### Metal layers overlaid, run 1

The bar under the picture is 20 µm long. Only two layers are drawn.
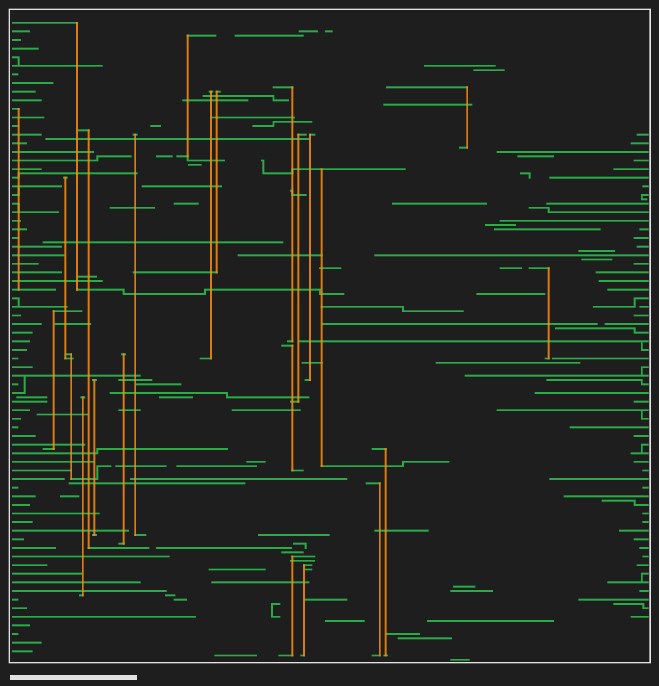
### M1 wires, run 1

The bar under the picture is 20 µm long.
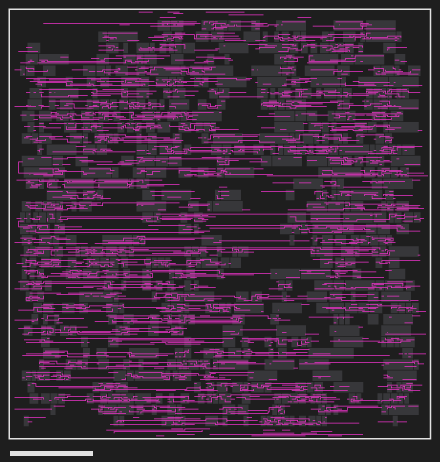
### Zoomed window, run 1

The bar under the picture is 5 µm long. Window x 66 to 86, y 67 to 87 µm. Cells in grey, sequential cells in the stronger grey; small squares are vias.
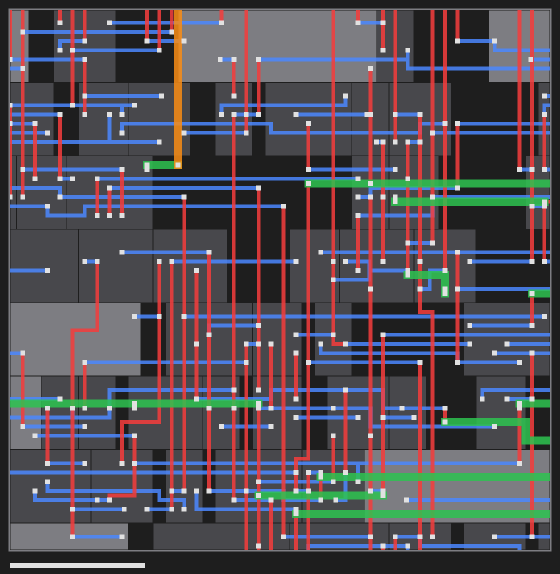
File: config.mk
export PLATFORM = sky130hd
export DESIGN_NAME = rv_wb_stage_flat
export DESIGN_NICKNAME = d
export VERILOG_FILES = /design/src/rtl/rv_wb_stage_if.sv /design/src/rtl/rv_wb_stage.sv /design/src/flat_wrapper.sv
export SDC_FILE = /design/constraint.sdc
export NUM_CORES = 1
export LEC_CHECK = 0
export CORE_AREA = 2 2 99 101
export CTS_BUF_LIST = sky130_fd_sc_hd__clkbuf_8
export DETAILED_ROUTE_END_ITERATION = 6
export DIE_AREA = 0 0 101 103
export DONT_BUFFER_PORTS = 1
export PLACE_DENSITY = 0.72
export SLEW_MARGIN = 15
export SYNTH_ARGS = -nofsm -noshare
export SYNTH_HDL_FRONTEND = slang
export SYNTH_SLANG_ARGS = --single-unit
File: constraint.sdc
create_clock -name clk -period 2.3 [get_ports clk]
set_input_delay 0.345 -clock clk [delete_from_list [all_inputs] [get_ports clk]]
set_output_delay 0.345 -clock clk [all_outputs]
set_load 0.01 [all_outputs]
File: src/rtl/rv_wb_stage_if.sv
// Writeback stage bus: upstream pipeline signals in, register-file write
// port and hazard-unit forwarding bus out.
interface rv_wb_stage_if #(
  parameter int XLEN = 32,
  parameter int CNTW = 32
);
  logic            stall_in;
  logic            flush_in;
  logic            valid_in;
  logic            wb_en_in;
  logic [4:0]      wb_reg_in;
  logic [1:0]      src_sel_in;
  logic [XLEN-1:0] pc_in;
  logic [XLEN-1:0] alu_in;
  logic [XLEN-1:0] io_rdata;
  logic [XLEN-1:0] mem_rdata;
  logic [2:0]      ld_funct3;
  logic [1:0]      ld_addr_lo;

  logic            valid_out;
  logic            wb_en_out;
  logic [4:0]      wb_reg_out;
  logic [XLEN-1:0] wb_data;
  logic            df_wb_enable;
  logic [4:0]      df_wb_reg;
  logic [XLEN-1:0] df_wb_data;
  logic [CNTW-1:0] retire_count;

  // Pipeline side: drives instructions, observes writeback
  modport master (
    output stall_in, flush_in, valid_in, wb_en_in, wb_reg_in, src_sel_in,
           pc_in, alu_in, io_rdata, mem_rdata, ld_funct3, ld_addr_lo,
    input  valid_out, wb_en_out, wb_reg_out, wb_data,
           df_wb_enable, df_wb_reg, df_wb_data, retire_count
  );

  // Writeback stage side
  modport slave (
    input  stall_in, flush_in, valid_in, wb_en_in, wb_reg_in, src_sel_in,
           pc_in, alu_in, io_rdata, mem_rdata, ld_funct3, ld_addr_lo,
    output valid_out, wb_en_out, wb_reg_out, wb_data,
           df_wb_enable, df_wb_reg, df_wb_data, retire_count
  );
endinterface

File: src/rtl/rv_wb_stage.sv
// RV32I/RV64I writeback stage: registers one instruction per cycle, selects
// and formats the writeback value, suppresses x0 writes, counts retirements
// and feeds the forwarding bus straight from its own registers.
module rv_wb_stage #(
  parameter int XLEN = 32,
  parameter int CNTW = 32
) (
  input  logic          clk,
  input  logic          reset,
  rv_wb_stage_if.slave  bus
);

  logic            valid_q,  valid_d;
  logic            wb_en_q,  wb_en_d;
  logic [4:0]      wb_reg_q, wb_reg_d;
  logic [XLEN-1:0] wb_data_q, wb_data_d;
  logic [CNTW-1:0] retire_q, retire_d;

  logic [31:0]     word_s;
  logic [7:0]      byte_s;
  logic [15:0]     half_s;
  logic [XLEN-1:0] load_s;
  logic [XLEN-1:0] src_s;

  assign word_s = bus.mem_rdata[31:0];

  // Pick the addressed byte and halfword lanes out of the low load word
  always_comb begin
    byte_s = word_s[7:0];
    case (bus.ld_addr_lo)
      2'd0:    byte_s = word_s[7:0];
      2'd1:    byte_s = word_s[15:8];
      2'd2:    byte_s = word_s[23:16];
      2'd3:    byte_s = word_s[31:24];
      default: byte_s = word_s[7:0];
    endcase
    if (bus.ld_addr_lo[1]) begin
      half_s = word_s[31:16];
    end else begin
      half_s = word_s[15:0];
    end
  end

  // Size/sign-extend the load lane according to funct3
  always_comb begin
    load_s = bus.mem_rdata;
    case (bus.ld_funct3)
      3'b000:  load_s = XLEN'($signed(byte_s));
      3'b100:  load_s = XLEN'(byte_s);
      3'b001:  load_s = XLEN'($signed(half_s));
      3'b101:  load_s = XLEN'(half_s);
      3'b010:  load_s = XLEN'($signed(word_s));
      3'b110:  load_s = XLEN'(word_s);
      3'b011:  load_s = bus.mem_rdata;
      default: load_s = bus.mem_rdata;
    endcase
  end

  // Writeback source mux; link address wraps modulo 2^XLEN
  always_comb begin
    src_s = bus.alu_in;
    case (bus.src_sel_in)
      2'd0:    src_s = bus.pc_in + XLEN'(3'd4);
      2'd1:    src_s = bus.io_rdata;
      2'd2:    src_s = bus.alu_in;
      2'd3:    src_s = load_s;
      default: src_s = bus.alu_in;
    endcase
  end

  // Next-state: flush inserts a bubble (data/reg hold), stall holds all
  always_comb begin
    valid_d   = valid_q;
    wb_en_d   = wb_en_q;
    wb_reg_d  = wb_reg_q;
    wb_data_d = wb_data_q;
    retire_d  = retire_q;
    if (bus.flush_in) begin
      valid_d = 1'b0;
      wb_en_d = 1'b0;
    end else if (bus.stall_in) begin
      valid_d = valid_q;
    end else begin
      valid_d   = bus.valid_in;
      wb_en_d   = bus.valid_in & bus.wb_en_in & (bus.wb_reg_in != 5'd0);
      wb_reg_d  = bus.wb_reg_in;
      wb_data_d = src_s;
      if (bus.valid_in) begin
        retire_d = retire_q + CNTW'(1'b1);
      end else begin
        retire_d = retire_q;
      end
    end
  end

  // Stage registers with synchronous reset taking priority over everything
  always_ff @(posedge clk) begin
    if (reset) begin
      valid_q   <= 1'b0;
      wb_en_q   <= 1'b0;
      wb_reg_q  <= 5'd0;
      wb_data_q <= '0;
      retire_q  <= '0;
    end else begin
      valid_q   <= valid_d;
      wb_en_q   <= wb_en_d;
      wb_reg_q  <= wb_reg_d;
      wb_data_q <= wb_data_d;
      retire_q  <= retire_d;
    end
  end

  assign bus.valid_out    = valid_q;
  assign bus.wb_en_out    = wb_en_q;
  assign bus.wb_reg_out   = wb_reg_q;
  assign bus.wb_data      = wb_data_q;
  assign bus.retire_count = retire_q;
  assign bus.df_wb_enable = wb_en_q;
  assign bus.df_wb_reg    = wb_reg_q;
  assign bus.df_wb_data   = wb_data_q;

endmodule

File: src/flat_wrapper.sv
// flat-port wrapper written by rule: the top's interface ports become plain ports
module rv_wb_stage_flat 
#(
  parameter int XLEN = 32,
  parameter int CNTW = 32
)
  (clk, reset, bus_stall_in, bus_flush_in, bus_valid_in, bus_wb_en_in, bus_wb_reg_in, bus_src_sel_in, bus_pc_in, bus_alu_in, bus_io_rdata, bus_mem_rdata, bus_ld_funct3, bus_ld_addr_lo, bus_valid_out, bus_wb_en_out, bus_wb_reg_out, bus_wb_data, bus_df_wb_enable, bus_df_wb_reg, bus_df_wb_data, bus_retire_count);
  rv_wb_stage_if #(.XLEN(XLEN), .CNTW(CNTW)) bus_i ();
  input  logic clk;
  input  logic reset;
  input wire logic [$bits(bus_i.stall_in)-1:0] bus_stall_in;
  input wire logic [$bits(bus_i.flush_in)-1:0] bus_flush_in;
  input wire logic [$bits(bus_i.valid_in)-1:0] bus_valid_in;
  input wire logic [$bits(bus_i.wb_en_in)-1:0] bus_wb_en_in;
  input wire logic [$bits(bus_i.wb_reg_in)-1:0] bus_wb_reg_in;
  input wire logic [$bits(bus_i.src_sel_in)-1:0] bus_src_sel_in;
  input wire logic [$bits(bus_i.pc_in)-1:0] bus_pc_in;
  input wire logic [$bits(bus_i.alu_in)-1:0] bus_alu_in;
  input wire logic [$bits(bus_i.io_rdata)-1:0] bus_io_rdata;
  input wire logic [$bits(bus_i.mem_rdata)-1:0] bus_mem_rdata;
  input wire logic [$bits(bus_i.ld_funct3)-1:0] bus_ld_funct3;
  input wire logic [$bits(bus_i.ld_addr_lo)-1:0] bus_ld_addr_lo;
  output wire logic [$bits(bus_i.valid_out)-1:0] bus_valid_out;
  output wire logic [$bits(bus_i.wb_en_out)-1:0] bus_wb_en_out;
  output wire logic [$bits(bus_i.wb_reg_out)-1:0] bus_wb_reg_out;
  output wire logic [$bits(bus_i.wb_data)-1:0] bus_wb_data;
  output wire logic [$bits(bus_i.df_wb_enable)-1:0] bus_df_wb_enable;
  output wire logic [$bits(bus_i.df_wb_reg)-1:0] bus_df_wb_reg;
  output wire logic [$bits(bus_i.df_wb_data)-1:0] bus_df_wb_data;
  output wire logic [$bits(bus_i.retire_count)-1:0] bus_retire_count;
  assign bus_i.stall_in = bus_stall_in;
  assign bus_i.flush_in = bus_flush_in;
  assign bus_i.valid_in = bus_valid_in;
  assign bus_i.wb_en_in = bus_wb_en_in;
  assign bus_i.wb_reg_in = bus_wb_reg_in;
  assign bus_i.src_sel_in = bus_src_sel_in;
  assign bus_i.pc_in = bus_pc_in;
  assign bus_i.alu_in = bus_alu_in;
  assign bus_i.io_rdata = bus_io_rdata;
  assign bus_i.mem_rdata = bus_mem_rdata;
  assign bus_i.ld_funct3 = bus_ld_funct3;
  assign bus_i.ld_addr_lo = bus_ld_addr_lo;
  assign bus_valid_out = bus_i.valid_out;
  assign bus_wb_en_out = bus_i.wb_en_out;
  assign bus_wb_reg_out = bus_i.wb_reg_out;
  assign bus_wb_data = bus_i.wb_data;
  assign bus_df_wb_enable = bus_i.df_wb_enable;
  assign bus_df_wb_reg = bus_i.df_wb_reg;
  assign bus_df_wb_data = bus_i.df_wb_data;
  assign bus_retire_count = bus_i.retire_count;
  rv_wb_stage #(.XLEN(XLEN), .CNTW(CNTW)) u_core (.clk(clk), .reset(reset), .bus(bus_i));
endmodule
==> run notes, run 1 <==
The synthesis and place-and-route flow finished, so here is a summary.

The number of nets with antenna violations after detailed routing came out at 0. Per the summary, power density relative to cell area is 536 nW/µm². The routability congestion estimate is roughly 0.96. The number of sinks on the clock net came out at 71. Across the VDD grid, the largest voltage drop is approximately 0.00033 V.

The number of synthesized flops with an enable pin is 0. The maximum number of pins on one net before global-route repair came out at 74. The total of warnings raised by yosys came out at 0. Per the detail_route report, the via count comes to about 5300.

The post-route fraction of the period consumed by the critical path came out at 0.916. The global-route wire length before repair is between 20 and 30 mm. Setup slack on the worst path after placement came out at 0.241 ns. The count of port buffers added during placement came out at 0. After clock tree synthesis, the repair step resized 0 gates.

The post-synthesis instance total came out at 718. The largest total area in the synthesized netlist belongs to sky130_fd_sc_hd__dfxtp_1. The sum of negative setup slack is 0 ns. The share of cells above drive strength 1 is 0.0835. Per the final report, max-transition violations number 0. The minimum period implied by the final worst setup slack is 2.11 ns. The multi-input gate area in the final layout came out at about 3200 µm². The layout overhead on the synthesized area came out at 1.19%. In the synthesized netlist, the dominant kind of combinational cell is simple AND/OR/NAND/NOR gates. The standard-cell row count is 36. The report puts the hold buffer count at CTS at 0.

The per-cell routed wire length is ~23 µm. The total nets after synthesis is about 870. The cell sequence reported for the critical path is and4_1 > nand2_2 > or4_1 > or3_1 > a21oi_1. The vertical die dimension is around 100 µm. The maximum clock skew at final layout is 0.0131 ns. The number of warnings reported in the stage logs is 26.

The count of maximum capacitance violations came out at 0. The worst setup path is launched from a flop. The static leakage is 1.81 nW. According to the floorplan report, the placeable core area is around 9500 µm². For this design, the slowest cell found on the critical path is sky130_fd_sc_hd__or4_1. The initial antenna violation count came out at 0. Counting flops and latches in the post-synthesis netlist gives 71.

The flow ran to the end, and the final reports show no timing, DRC or antenna violations. The number of global-route vias before repair is approximately 5000. Per STA, the highest per-stage delay on the worst path measures 0.62 ns. The maximum fanout count along the critical path is 10. Of the post-synthesis cell area, the dominant cell type holds 0.271. The most common logic cell in the final layout is sky130_fd_sc_hd__dfxtp_1. The number of post-CTS setup repair buffers came out at 0. Setup repair after global routing left no endpoint under its margin.

The number of top-level pins came out at ~260. The highest clock rate this design can be run at is 0.475 GHz. The final timing report lists a hold violation count of 0. The post-synthesis share of cell area spent on and-or and or-and gates is 0.242. The via-per-instance ratio came out at roughly 6.7.

The sequential area share after synthesis is 0.271. The count of cell types in the netlist came out at around 61. The violation tally from detailed-route iteration zero came out at ~390. Measured along the x axis, the die boundary spans 101 µm.

The number of antenna repair diodes came out at 0. The average cell area after synthesis came out at roughly 7.3 µm². The wire length recorded after detailed routing is 17.9 mm. Recorded from the global router log, the overflow total was 0.

The critical path in the final layout is reported with a setup slack of ~0.19 ns.
About 'Metal layers overlaid':
M4: shown in orange, wire length 747 µm. M3: shown in green, wire length 1870 µm.

About 'M1 wires':
750 nets have wire on it. The layer carries 6960 µm of wire. The layer holds 39% of the routed length.

About 'Zoomed window':
M3: shown in green. M2: shown in red. M1: shown in blue. M4: shown in orange.
Most frequent: nor2_1 (5), nand3_1 (4). Netlist names of flops here include u_core.bus.retire_count (3). 39 logic cells have their middle in the window. Sequential cells in the window: 3.

-- run 1: cells in the mapped netlist, types with 4 or more instances --
master,n
sky130_fd_sc_hd__o21ai_0,53
sky130_fd_sc_hd__a221oi_1,14
sky130_fd_sc_hd__xnor2_1,29
sky130_fd_sc_hd__nor3_1,33
sky130_fd_sc_hd__mux2_2,5
sky130_fd_sc_hd__a32oi_1,5
sky130_fd_sc_hd__nor2b_1,5
sky130_fd_sc_hd__o21bai_1,5
sky130_fd_sc_hd__nor4_1,9
sky130_fd_sc_hd__nand2_1,61
sky130_fd_sc_hd__inv_1,30
sky130_fd_sc_hd__a21oi_1,39
sky130_fd_sc_hd__buf_2,5
sky130_fd_sc_hd__o221ai_1,7
sky130_fd_sc_hd__o211ai_1,6
sky130_fd_sc_hd__and4_1,10
sky130_fd_sc_hd__a2111oi_0,8
sky130_fd_sc_hd__a211oi_1,5
sky130_fd_sc_hd__and3_1,7
sky130_fd_sc_hd__a2bb2oi_1,4
sky130_fd_sc_hd__or3_1,7
sky130_fd_sc_hd__o31ai_1,4
sky130_fd_sc_hd__buf_4,38
sky130_fd_sc_hd__buf_1,4
sky130_fd_sc_hd__nand3_1,25
sky130_fd_sc_hd__nor2_1,67
sky130_fd_sc_hd__and2_1,6
sky130_fd_sc_hd__nand4_1,19
sky130_fd_sc_hd__o22ai_1,4
sky130_fd_sc_hd__clkbuf_1,38
sky130_fd_sc_hd__dfxtp_1,71
sky130_fd_sc_hd__a31oi_1,16
sky130_fd_sc_hd__nand2b_1,17
sky130_fd_sc_hd__xor2_1,17
-- run 1: final timing paths --
| kind | start | endpoint | slack (ns) | depth (start not counted) |
|---|---|---|---|---|
| setup / recovery | u_core.bus.retire_count[10] | u_core.bus.retire_count[27] | 0.19 | 5 |
| hold / removal | reset | u_core.bus.retire_count[25] | 0.03 | 1 |
| setup reg to reg | u_core.bus.retire_count[10] | u_core.bus.retire_count[27] | 0.19 | 5 |
| hold reg to reg | u_core.bus.retire_count[29] | u_core.bus.retire_count[29] | 0.55 | 2 |
-- run 1: metrics by stage --
stage	cells	power, mW	area (µm²)
detailed placement	769	1.77	5090
CTS	785	2.84	5300
global placement	769	1.77	5090
finish	785	2.84	5300
global route	785	2.95	5300
floorplan	718	1.76	5240
-- run 1: critical path: cells and delay by family, from the launching register on --
family / cells / cell delay, ns
AOI/OAI and AO/OA: 1 / 0.14
DFF: 1 / 0.45
and+or+nand+nor: 4 / 1.46
-- run 1: layout make-up --
cell class              instances  area share
inverters                      30      0.0212
multi-input cells             530       0.610
clock buffers                   9      0.0234
repair buffers                 24      0.0340
clock inverters                 7      0.0163
flip-flops and latches         71       0.268
well taps                     114      0.0269
-- run 1: routing by layer --
metal	part of all wire	vias to the layer above	GRT usage
met5	0	-	0
met4	0.042	0	0.154
met3	0.10	52	0.103
met2	0.47	333	0.548
met1	0.39	2423	0.400
li1	-	2485	-
-- run 1: power by group --
group	internal, mW	leakage (nW)	switching (mW)
clock network	0.526	0.104	0.570
registers	1.27	0.578	0.0947
logic	0.161	1.12	0.217
-- run 1: logic make-up after synthesis --
family / count (synthesis)
flops: 71
buf+inv: 117
fa+ha+maj: 2
compound gates: 194
simple gates: 280
mux: 8
xor+xnor: 46
==> run 2, diff against run 1 <==
- CTS_BUF_LIST: sky130_fd_sc_hd__clkbuf_8 -> not set
### M1 wires, run 2

The bar under the picture is 20 µm long.
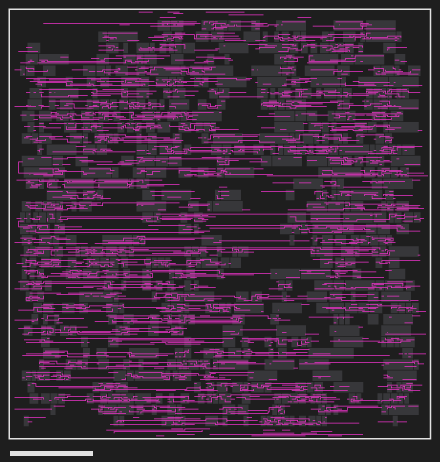
750 nets have wire on it. The layer carries 6960 µm of wire.
total routed wirelength: 17.9 mm
via count: 5293
met1 Track Usage GR: 0.400

### Metal layers overlaid, run 2

The bar under the picture is 20 µm long. Only two layers are drawn.
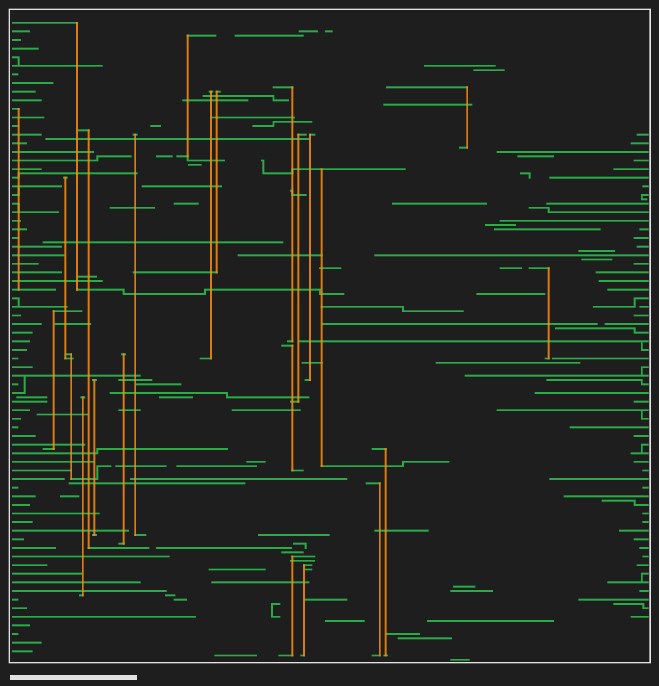
M4: shown in orange, wire length 747 µm. M3: shown in green, wire length 1870 µm.

==> run 2 against run 1 <==
Effect of this change: sequential share of layout area did not move; maximum frequency did not move; sequential cell count stayed put; sequential power about the same; highest routed layer unchanged; largest power group unchanged.
==> run notes, run 2 <==
The synthesis and place-and-route flow finished, so here is a summary.

The flow ran to the end, and the final reports show no timing, DRC or antenna violations. TritonCTS built the clock tree. The average cell area after synthesis came to 7.30 µm² (unchanged). The layout overhead on the synthesized area is 1.19% (unchanged). The count of maximum capacitance violations is 0 (unchanged). The die extent in x came out at 101 µm (unchanged). The number of nets with antenna violations after detailed routing was 0 (unchanged). The maximum fanout count along the critical path is 10 (unchanged). The static leakage was 1.81 nW (unchanged). The vertical die dimension is 103 µm (unchanged). The violation tally from detailed-route iteration zero is 387 (unchanged).

The number of warning messages in the logs is 26 (unchanged). The count of cell types in the netlist came out at 61 (unchanged). The maximum number of pins on one net before global-route repair was 74 (unchanged). The area of all placed cells without fillers is 5300 µm² (unchanged).

The final worst setup slack is 0.193 ns (unchanged). The number of sinks on the clock net came out at 71 (unchanged). The worst hold margin is about 0.035 ns. The standard-cell row count is 36 (unchanged). The routability congestion estimate is 0.957 (unchanged). The post-synthesis instance total came to 718 (unchanged).

For this design, Yosys synthesis ends with a cell count of between 700 and 800. The share of cells above drive strength 1 was 0.0835 (unchanged). STA puts the critical path data arrival time at about 2.4 ns.

The count of port buffers added during placement came out at 0 (unchanged). The count of final hold-check violations is 0 (unchanged). Summed over all routing layers, the global router reports a total usage of 0.333. Counting only logic cells after layout, the most numerous master is sky130_fd_sc_hd__dfxtp_1. The number of post-CTS setup repair buffers came out at 0 (unchanged).

The cell area power density is 536 nW/µm² (unchanged). The leftover overflow at the end of global routing was 0 (unchanged). The total cell area at the placement stage came to 5090 µm² (unchanged).

Setup repair after global routing left no endpoint under its margin. Of all cell types, the one taking the most synthesized area is sky130_fd_sc_hd__dfxtp_1. The maximum clock skew at final layout came out at 0.0131 ns (unchanged). The number of global-route vias before repair came out at 4991 (unchanged). The number of resized instances in the post-cts repair step came to 0 (unchanged). The cts-stage hold buffer count was 0 (unchanged). The number of max-slew violations in the final report came out at 0 (unchanged). The total of warnings raised by yosys was 0 (unchanged).

Among all cell types in the netlist, the one instantiated most often is sky130_fd_sc_hd__dfxtp_1. The post-route fraction of the period consumed by the critical path is 0.916 (unchanged). The Yosys chip area is between 5000 and 6000 µm². The sequential area share after synthesis is 0.271 (unchanged).

The overall power of the completed layout was 2.84 mW (unchanged). The total nets after synthesis was 866 (unchanged). The via-per-instance ratio is 6.74 (unchanged).

The number of top-level pins came to 255 (unchanged). The pre-CTS setup slack is 0.241 ns (unchanged). The post-synthesis register bit count came out at 71 (unchanged). The number of synthesized flops with an enable pin is 0 (unchanged). The top cell type's share of synthesized area is 0.271 (unchanged). The type of origin of the critical path is a flop. The total core area is 9460 µm² (unchanged).

The sum of negative setup slack came out at 0 ns (unchanged). The synthesis run shows the most used standard cells to be 71 x sky130_fd_sc_hd__dfxtp_1, 67 x sky130_fd_sc_hd__nor2_1, 61 x sky130_fd_sc_hd__nand2_1. The minimum period implied by the final worst setup slack came out at 2.11 ns (unchanged). The multi-input gate area in the final layout is 3240 µm² (unchanged). The timing-limited maximum frequency is 0.475 GHz (unchanged). The initial antenna violation count came out at 0 (unchanged). The number of antenna repair diodes came to 0 (unchanged). The global-route wire length before repair came out at 26.4 mm (unchanged). For reference, the top cells by area after synthesis are sky130_fd_sc_hd__dfxtp_1 27%, sky130_fd_sc_hd__buf_4 5.4%, sky130_fd_sc_hd__o21ai_0 5.1%.
run 2: cells by family after synthesis:
group | count (synthesis) | share of synthesized area
and+or+nand+nor | 280 | 0.274
DFF | 71 | 0.271
AOI/OAI and AO/OA | 194 | 0.242
buffers and inverters | 117 | 0.113
xor gates and xnor gates | 46 | 0.0769
adders and majority gates | 2 | 0.00477
muxes | 8 | 0.0189
run 2: cell type report:
| type | instances | area share |
|---|---|---|
| timing repair buffer | 24 | 0.0340 |
| sequential | 71 | 0.268 |
| tap | 114 | 0.0269 |
| multi-input combinational | 530 | 0.610 |
| inverter | 30 | 0.0212 |
| clock inverter | 7 | 0.0163 |
| clock buffer | 9 | 0.0234 |
run 2: stage by stage:
step | std cells | utilization
4_1_cts | 785 | 0.561
3_5_place_dp | 769 | 0.538
6_report | 785 | 0.561
3_3_place_gp | 769 | 0.538
2_1_floorplan | 718 | -
5_1_grt | 785 | 0.561
run 2: report_power, final:
group          switching [mW]  total, mW  internal [mW]
Sequential             0.0947       1.37           1.27
Clock                   0.570       1.10          0.526
Combinational           0.217      0.378          0.161
run 2: critical path, cell delays in order (launching register included):
cell,delay (ns)
sky130_fd_sc_hd__dfxtp_1,0.45
sky130_fd_sc_hd__and4_1,0.33
sky130_fd_sc_hd__nand2_2,0.15
sky130_fd_sc_hd__or4_1,0.62
sky130_fd_sc_hd__or3_1,0.36
sky130_fd_sc_hd__a21oi_1,0.14
run 2: path summary, 6_finish.rpt:
kind	from	end	slack, ns	cells past startpoint
worst max-delay path	u_core.bus.retire_count[10]	u_core.bus.retire_count[27]	0.19	5
worst min-delay path	reset	u_core.bus.retire_count[25]	0.03	1
worst max register to register	u_core.bus.retire_count[10]	u_core.bus.retire_count[27]	0.19	5
worst min register to register	u_core.bus.retire_count[29]	u_core.bus.retire_count[29]	0.55	2
run 2: layer usage:
layer,vias up,GRT usage,wire [µm]
met5,-,0,0
met3,52,0.103,1870
met2,333,0.548,8360
li1,2485,-,-
met4,0,0.154,746
met1,2423,0.400,6960
### Routing congestion, run 2

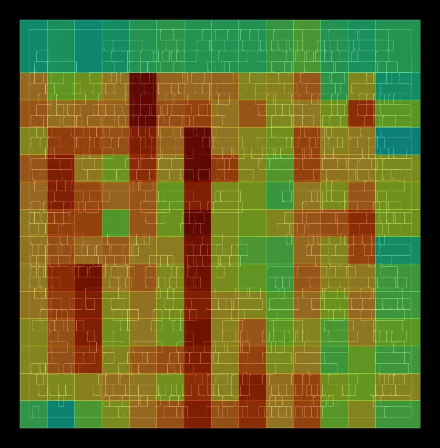

==> run 3, diff against run 2 <==
- CORE_AREA: 2 2 99 101 -> not set
- CORE_UTILIZATION: not set -> 42
- DIE_AREA: 0 0 101 103 -> not set
- DONT_BUFFER_PORTS: 1 -> not set
- PLACE_DENSITY: 0.72 -> 0.83
### Routing congestion, run 3

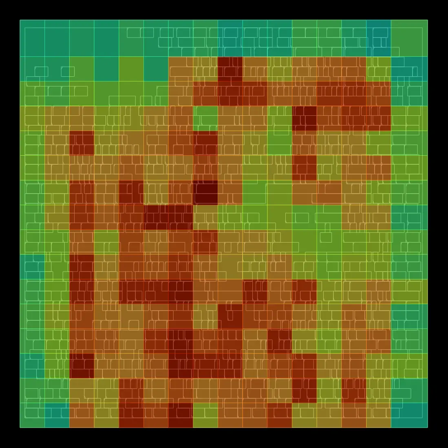
all-layer global routing usage: 0.325
met3 Usage GRT: 0.0590
grt peak-use layer: met2

==> run 3 against run 2 <==
Effect of this change: first-iteration DRC count up 66%; global-route usage down 0.80 points; core utilization up 14 points; routed wire length up 16%; highest routed layer unchanged; via count up 25%; combinational power rose to 2.8 times the previous value; register-to-register slack better by 0.06 ns; area after synthesis unchanged; die area up 24%; critical path depth up 1; sequential power down 4%; power up 34%.
==> run notes, run 3 <==
The synthesis and place-and-route flow finished, so here is a summary.

The maximum number of pins on one net before global-route repair is 33 (-55%). The switching part of the total came to 0.283 (-0.0271). The worst hold margin is 0.469 ns (+0.434 ns). The post-route fraction of the period consumed by the critical path came out at 0.903 (-0.0133). The synthesis stats list as the most numerous cell sky130_fd_sc_hd__dfxtp_1. The static leakage is 3.09 nW (+71%).

The flow ran to the end, and the final reports show no timing, DRC or antenna violations. The count of cell types in the netlist came out at 61 (unchanged). The number of global-route vias before repair came to 6351 (+27%). The number of resized instances in the post-cts repair step is 0 (unchanged). The number of nets with antenna violations after detailed routing came out at 0 (unchanged). The Yosys chip area was 5240 µm² (unchanged). The number of warning messages in the logs came out at 26 (unchanged).

The count of final hold-check violations came out at 0 (unchanged). The total cell area at the placement stage came out at 8190 µm² (+61%). The count of maximum capacitance violations came out at 0 (unchanged).

The number of post-CTS setup repair buffers came to 0 (unchanged). The net switching power of the design is 1.08 mW (+23%). The number of top-level pins came out at 255 (unchanged). The maximum fanout count along the critical path is 7 (-3). The total nets after synthesis came out at 866 (unchanged). The violation tally from detailed-route iteration zero was 644 (+66%). The type of origin of the critical path is a primary input. The sequential area share after synthesis is 0.271 (unchanged).

The die extent in x is 114 µm (+13%). The number of cells in the design after placement is 1136 (+48%). The cell area power density is 449 nW/µm² (-16%). The number of sinks on the clock net came out at 71 (unchanged). The vertical die dimension is 114 µm (+10%). Counting only logic cells after layout, the most numerous master is sky130_fd_sc_hd__clkdlybuf4s50_1. The count of port buffers added during placement came out at 254 (+254).

In the synthesized netlist, the cells that appear most often are 71 x sky130_fd_sc_hd__dfxtp_1, 67 x sky130_fd_sc_hd__nor2_1, 61 x sky130_fd_sc_hd__nand2_1. The depth of the most critical reg-to-reg path came out at 5 (unchanged). The minimum period implied by the final worst setup slack was 2.08 ns (-0.0305 ns). Setup repair after global routing left no endpoint under its margin. The internal power contribution came to 2.74 mW (+40%). The proportion of power drawn by the clock network was 0.381 (-0.004). The count of instantiated cells in the yosys netlist came to 718 (unchanged). The number of antenna repair diodes came out at 0 (unchanged). The cts-stage hold buffer count was 0 (unchanged). The global-route wire length before repair came out at 32.7 mm (+24%). The top cell type's share of synthesized area is 0.271 (unchanged). The flow measured a signed area growth from synthesis to layout of 62.2%. The share of cells above drive strength 1 is 0.118 (+0.0344).

The largest total area in the synthesized netlist belongs to sky130_fd_sc_hd__dfxtp_1. The post-synthesis instance total is 718 (unchanged). The clock tree from TritonCTS is yes.

The data arrival time of the worst path came out at 2.34 ns (-0.07 ns). The number of synthesized flops with an enable pin came to 0 (unchanged). The number of max-slew violations in the final report is 0 (unchanged).
### M1 wires, run 3

The bar under the picture is 20 µm long.
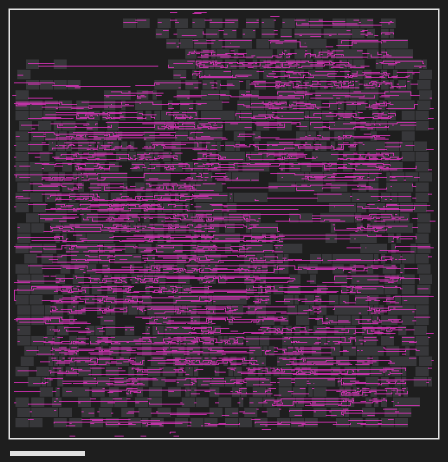
The wires run mostly horizontal. 989 nets have wire on it.
total routed wirelength: 20.9 mm
via count: 6610

==> run 3: netlist changes by cell type in the layout (fill, tap and decap cells not counted) <==
| cell | before | now |
|---|---|---|
| sky130_fd_sc_hd__clkdlybuf4s50_1 | 0 | 253 |
| sky130_fd_sc_hd__buf_4 | 24 | 79 |
| sky130_fd_sc_hd__clkbuf_16 | 0 | 9 |
| sky130_fd_sc_hd__clkbuf_8 | 9 | 1 |
| sky130_fd_sc_hd__buf_12 | 0 | 4 |
| sky130_fd_sc_hd__inv_8 | 2 | 0 |
| sky130_fd_sc_hd__buf_2 | 0 | 1 |
| sky130_fd_sc_hd__clkinv_2 | 0 | 1 |
| sky130_fd_sc_hd__clkinv_4 | 1 | 2 |
| sky130_fd_sc_hd__inv_6 | 2 | 1 |
==> run 3: logic make-up (layout without fill, tap and decap cells) <==
logic type / count (synthesis) / after routing / share of synthesized area
flip-flops: 71 / 71 / 0.271
AND/OR/NAND/NOR: 280 / 280 / 0.274
buffers and inverters: 117 / 383 / 0.113
adder cells (fa/ha/maj): 2 / 2 / 0.00477
multiplexers: 8 / 8 / 0.0189
XOR/XNOR: 46 / 46 / 0.0769
AND-OR/OR-AND: 194 / 194 / 0.242
==> run 3: power groups by stage <==
stage	Clock (mW)	Sequential [mW]	Combinational, mW
final	1.45	1.32	1.04
after global routing	1.52	1.33	1.11
after CTS	1.47	1.32	1.03
after detailed placement	0	1.35	1.03
after global placement	0	1.35	1.02
after floorplan	0	1.36	0.404
==> run 3: layout make-up <==
cell class                 count  area (µm²)  area share
multi-input combinational    530        3240       0.381
timing repair buffer         337        3210       0.378
sequential                    71        1420       0.167
clock buffer                  10         239      0.0281
tap                          168         210      0.0247
inverter                      30         113      0.0133
clock inverter                 6        68.8     0.00810
==> run 3: per-layer routing <==
metal	wire [µm]	track usage
met2	9610	0.542
met3	1870	0.0590
met5	0	0
met4	874	0.146
met1	8500	0.409
==> run 3: per-stage QoR <==
stage / util / setup TNS, ns
final: 0.705 / 0
after global routing: 0.705 / 0
after CTS: 0.705 / 0
after detailed placement: 0.679 / -0.539
after global placement: 0.679 / -0.227
after floorplan: - / 0
==> run 3: worst max-delay path, stage by stage <==
cell and delay, ns:
sky130_fd_sc_hd__clkdlybuf4s50_1 0.48, sky130_fd_sc_hd__and4_1 0.28, sky130_fd_sc_hd__nand4_4 0.11, sky130_fd_sc_hd__or4_1 0.63, sky130_fd_sc_hd__or3_1 0.35, sky130_fd_sc_hd__a21oi_1 0.14
==> run 3: final timing paths <==
check	from	endpoint	slack, ns
max	bus_valid_in	u_core.bus.retire_count[25]	0.22
min	u_core.bus.df_wb_reg[1]	u_core.bus.df_wb_reg[1]	0.47
max reg2reg	u_core.bus.retire_count[4]	u_core.bus.retire_count[25]	0.25
min reg2reg	u_core.bus.df_wb_reg[1]	u_core.bus.df_wb_reg[1]	0.47

==> notes/layouts.md <==
Pictures saved along the way, in no particular order.

Signal metal coverage by tile.
picture 1
23 x 23 tiles, from white (low) to dark blue (high), scaled to the fullest tile. Values are wire area over tile area, all layers added.
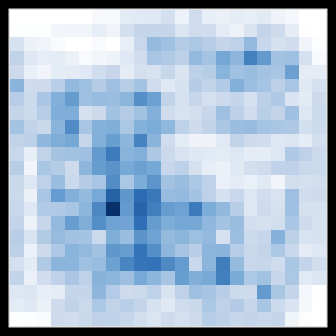
picture 2
20 x 21 tiles, from white (low) to dark blue (high), scaled to the fullest tile. Values are wire area over tile area, all layers added.
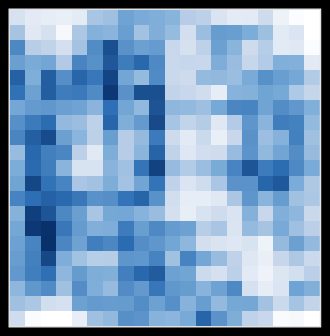
picture 1 -> run 3
picture 2 -> run 1

Key to picture 1:
11% of the tiles are over half the peak. The emptiest ninth of the die: top left. The fullest tile reaches 0.94. The mean over all tiles is 0.27.

Power and IR drop assume default switching activity.
